File: src/rtl/bus_rr_arbiter_if.sv
// Request/grant handshake and per-master bus payload shared between the
// CPU masters and the round-robin arbiter/mux.
interface bus_rr_arbiter_if #(
    parameter int unsigned NREQ   = 2,
    parameter int unsigned ADDR_W = 16,
    parameter int unsigned DATA_W = 32
);
    localparam int unsigned OWN_W = (NREQ > 1) ? $clog2(NREQ) : 1;

    logic [NREQ-1:0]        breq_;
    logic [NREQ-1:0]        bgrt_;
    logic [NREQ*ADDR_W-1:0] m_addr;
    logic [NREQ*DATA_W-1:0] m_wdata;
    logic [NREQ-1:0]        m_rw_;
    logic [ADDR_W-1:0]      addr;
    logic [DATA_W-1:0]      idata;
    logic                   rw_;
    logic [OWN_W-1:0]       owner;
    logic                   busy;
    logic                   timeout;

    // Master side: drives requests and payloads, observes grants and the shared bus
    modport master (
        output breq_, m_addr, m_wdata, m_rw_,
        input  bgrt_, addr, idata, rw_, owner, busy, timeout
    );

    // Arbiter side: samples requests and payloads, drives grants and the shared bus
    modport slave (
        input  breq_, m_addr, m_wdata, m_rw_,
        output bgrt_, addr, idata, rw_, owner, busy, timeout
    );
endinterface

File: src/rtl/bus_rr_arbiter.sv
// Round-robin arbiter plus address/data/rw_ mux for the shared devices bus.
// Optional tenure limit enabled by defining ARB_TIMEOUT_EN.
module bus_rr_arbiter #(
    parameter int unsigned NREQ     = 2,
    parameter int unsigned ADDR_W   = 16,
    parameter int unsigned DATA_W   = 32,
    parameter int unsigned MAX_HOLD = 16
) (
    input  logic             clk,
    input  logic             reset,
    bus_rr_arbiter_if.slave  bus
);
    localparam int unsigned OWN_W = (NREQ > 1) ? $clog2(NREQ) : 1;

    typedef enum logic [1:0] {
        IDLE  = 2'd0,
        GRANT = 2'd1,
        TURN  = 2'd2
    } state_t;

    // Reject parameter sets the design does not support
    if (NREQ < 2 || NREQ > 8 || MAX_HOLD < 2) begin : g_cfg_err
        $error("bus_rr_arbiter: unsupported NREQ/MAX_HOLD");
    end

    state_t           state;
    logic [NREQ-1:0]  bgrt_r;
    logic             busy_r;
    logic [OWN_W-1:0] owner_r;
    logic [OWN_W-1:0] last_r;
    logic             timeout_r;

    logic             pick_vld;
    logic [OWN_W-1:0] pick_idx;
    logic [OWN_W-1:0] cand;
    logic             hold_expired;

`ifdef ARB_TIMEOUT_EN
    localparam int unsigned HOLD_W = $clog2(MAX_HOLD);
    logic [HOLD_W-1:0] hold;

    assign hold_expired = (hold == HOLD_W'(MAX_HOLD - 1));
`else
    assign hold_expired = 1'b0;
`endif

    // Pick the first requester after the last owner, wrapping around
    always_comb begin
        pick_vld = 1'b0;
        pick_idx = '0;
        cand     = '0;
        for (int unsigned k = 1; k <= NREQ; k++) begin
            cand = OWN_W'((32'(last_r) + k) % NREQ);
            if (!pick_vld && !bus.breq_[cand]) begin
                pick_vld = 1'b1;
                pick_idx = cand;
            end
        end
    end

    // Arbitration FSM with registered grant, busy, owner and timeout
    always_ff @(posedge clk or posedge reset) begin
        if (reset) begin
            state     <= IDLE;
            bgrt_r    <= '1;
            busy_r    <= 1'b0;
            owner_r   <= '0;
            last_r    <= OWN_W'(NREQ - 1);
            timeout_r <= 1'b0;
`ifdef ARB_TIMEOUT_EN
            hold      <= '0;
`endif
        end else begin
            timeout_r <= 1'b0;
            case (state)
                IDLE: begin
                    if (pick_vld) begin
                        owner_r <= pick_idx;
                        bgrt_r  <= ~(NREQ'(1) << pick_idx);
                        busy_r  <= 1'b1;
                        state   <= GRANT;
`ifdef ARB_TIMEOUT_EN
                        hold    <= '0;
`endif
                    end
                end
                GRANT: begin
                    if (bus.breq_[owner_r]) begin
                        bgrt_r <= '1;
                        busy_r <= 1'b0;
                        last_r <= owner_r;
                        state  <= TURN;
                    end else if (hold_expired) begin
                        bgrt_r    <= '1;
                        busy_r    <= 1'b0;
                        last_r    <= owner_r;
                        timeout_r <= 1'b1;
                        state     <= TURN;
                    end else begin
`ifdef ARB_TIMEOUT_EN
                        hold <= hold + HOLD_W'(1);
`endif
                    end
                end
                TURN: begin
                    state <= IDLE;
                end
                default: begin
                    state <= IDLE;
                end
            endcase
        end
    end

    // Unpack per-master payloads so the owner index selects one directly
    logic [ADDR_W-1:0] addr_arr  [NREQ];
    logic [DATA_W-1:0] wdata_arr [NREQ];
    for (genvar g = 0; g < NREQ; g++) begin : g_unpack
        assign addr_arr[g]  = bus.m_addr[g*ADDR_W +: ADDR_W];
        assign wdata_arr[g] = bus.m_wdata[g*DATA_W +: DATA_W];
    end

    // Shared bus mux: owner while busy, otherwise master 0 payload with a forced read
    assign bus.addr  = busy_r ? addr_arr[owner_r]  : addr_arr[0];
    assign bus.idata = busy_r ? wdata_arr[owner_r] : wdata_arr[0];
    assign bus.rw_   = busy_r ? bus.m_rw_[owner_r] : 1'b1;

    assign bus.bgrt_   = bgrt_r;
    assign bus.busy    = busy_r;
    assign bus.owner   = owner_r;
    assign bus.timeout = timeout_r;

endmodule

File: src/flat_wrapper.sv
// flat-port wrapper written by rule: the top's interface ports become plain ports
module bus_rr_arbiter_flat 
#(
    parameter int unsigned NREQ     = 2,
    parameter int unsigned ADDR_W   = 16,
    parameter int unsigned DATA_W   = 32,
    parameter int unsigned MAX_HOLD = 16
)
  (clk, reset, bus_breq_, bus_m_addr, bus_m_wdata, bus_m_rw_, bus_bgrt_, bus_addr, bus_idata, bus_rw_, bus_owner, bus_busy, bus_timeout);
  bus_rr_arbiter_if #(.NREQ(NREQ), .ADDR_W(ADDR_W), .DATA_W(DATA_W)) bus_i ();
  input  logic clk;
  input  logic reset;
  input wire logic [$bits(bus_i.breq_)-1:0] bus_breq_;
  input wire logic [$bits(bus_i.m_addr)-1:0] bus_m_addr;
  input wire logic [$bits(bus_i.m_wdata)-1:0] bus_m_wdata;
  input wire logic [$bits(bus_i.m_rw_)-1:0] bus_m_rw_;
  output wire logic [$bits(bus_i.bgrt_)-1:0] bus_bgrt_;
  output wire logic [$bits(bus_i.addr)-1:0] bus_addr;
  output wire logic [$bits(bus_i.idata)-1:0] bus_idata;
  output wire logic [$bits(bus_i.rw_)-1:0] bus_rw_;
  output wire logic [$bits(bus_i.owner)-1:0] bus_owner;
  output wire logic [$bits(bus_i.busy)-1:0] bus_busy;
  output wire logic [$bits(bus_i.timeout)-1:0] bus_timeout;
  assign bus_i.breq_ = bus_breq_;
  assign bus_i.m_addr = bus_m_addr;
  assign bus_i.m_wdata = bus_m_wdata;
  assign bus_i.m_rw_ = bus_m_rw_;
  assign bus_bgrt_ = bus_i.bgrt_;
  assign bus_addr = bus_i.addr;
  assign bus_idata = bus_i.idata;
  assign bus_rw_ = bus_i.rw_;
  assign bus_owner = bus_i.owner;
  assign bus_busy = bus_i.busy;
  assign bus_timeout = bus_i.timeout;
  bus_rr_arbiter #(.NREQ(NREQ), .ADDR_W(ADDR_W), .DATA_W(DATA_W), .MAX_HOLD(MAX_HOLD)) u_core (.clk(clk), .reset(reset), .bus(bus_i));
endmodule
File: config.mk
export PLATFORM = sky130hd
export DESIGN_NAME = bus_rr_arbiter_flat
export DESIGN_NICKNAME = d
export VERILOG_FILES = /design/src/rtl/bus_rr_arbiter_if.sv /design/src/rtl/bus_rr_arbiter.sv /design/src/flat_wrapper.sv
export SDC_FILE = /design/constraint.sdc
export NUM_CORES = 1
export LEC_CHECK = 0
export CAP_MARGIN = 20
export CORE_MARGIN = 1
export CORE_UTILIZATION = 24
export CTS_BUF_LIST = sky130_fd_sc_hd__clkbuf_8
export DETAILED_ROUTE_END_ITERATION = 8
export PLACE_DENSITY = 0.83
export SKIP_LAST_GASP = 1
export SLEW_MARGIN = 20
export SYNTH_ARGS = -nofsm -noshare
export SYNTH_HDL_FRONTEND = slang
export SYNTH_SLANG_ARGS = --single-unit
File: constraint.sdc
create_clock -name clk -period 1.61 [get_ports clk]
set_input_delay 0.322 -clock clk [delete_from_list [all_inputs] [get_ports clk]]
set_output_delay 0.322 -clock clk [all_outputs]
set_load 0.05 [all_outputs]
==> flow_summary.toml <==
# physical design summary
[clocking]
clk_path_buf_depth = 2
postCtsSetupRepairBufs = 0
ctsResizeCount = 17
tritoncts = "done"

[floorplanning]
num_io_pins = 156

[synth]
ff_type = "dfrtp_1"
ys_async_sr_fraction_pct = 100
synth_stat.cells = 95
synth_chip_area_um2 = 1040
yosysTopAreaCellShare_pct = 30.2
synth_cells = 95
edf_count = 0

[route]
via_per_inst = 4.69
wl_per_cell_um = 18.8
drcViolationCount = 0
wl_um = 5770
route.met2.wl_um = 3320
drtIter0Drc = 25
met1_length_um = 1930

[critical_path]
path_delay_family = "flip-flops"
critPathMaxFanout = 7
critical_path_class = "reg -> out"
cp-end-kind = "primary output"
crit_cells = 4
crit_chain = "nand2_8 -> buf_6 -> mux2_4 -> buf_12"
cp.arrival_ns = 1.46
max_stage_delay_ns = 0.43

[flow_run]
maxCapViolations = 0

[final_timing]
setup_violations = 48
worst_slack_ns = -0.175
finalCriticalPeriod_ns = 1.78
fmax_mhz = 560
tns_ns = -7.36

[final_layout]
clock_cell_area_share_pct = 1.33
mostFrequentLayoutCell = "clkdlybuf4s50_1"
syn_to_final_growth_pct = 224
inverters = 3

[pwr]
p_int_uw = 3600
clkPwrFrac_pct = 3.6
total_power_uw = 6690
leakage_uw = 0.00156
pg_clk_uw = 243

[grt]
grtUsageTotal_pct = 23.4
grt_pass1_wl_um = 7690
grt_pass1_vias = 1449

[min_path]
hold_class = "in -> async"

[outcome]
violations = "negative setup slack"
status = "complete, but fails checks"

[place]
dpl.hpwl_um = 4260
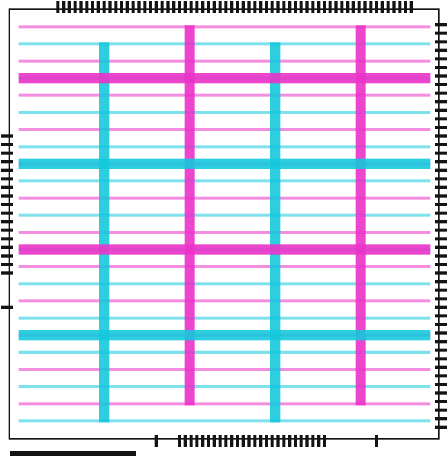
pdn.png
Scale bar: 20 µm. Pins as bars on the die edge.
Key: VSS = cyan; VDD = magenta
24 met1 rails follow the rows. 4 straps on met5. 156 signal pins sit on the boundary. 4 straps on met4.

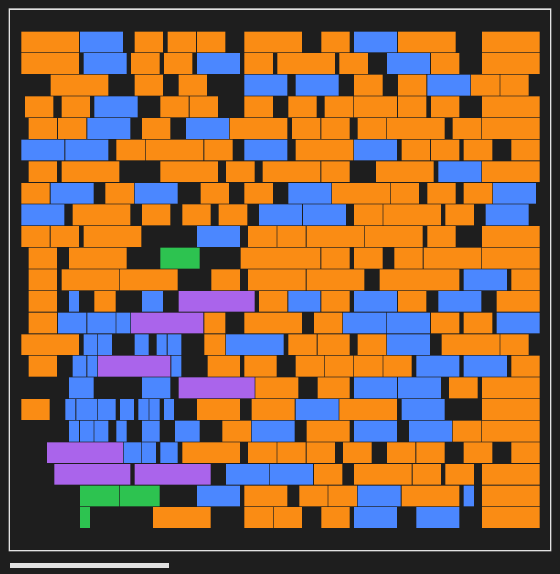
cell_classes.png
Scale bar: 20 µm.
Key: flip-flops = purple [cells 7, share of their area 5.5%]; all other logic = blue [cells 81, share of their area 28%]; other buffers and delay cells = orange [cells 164, share of their area 66%]; clock drivers and dummy loads = green [cells 4, share of their area 1.4%]
Seq/total area: 5.36%
Core Region: 4090 µm²
post-route design area: 3380 µm²
Util after Layout: 82.8%

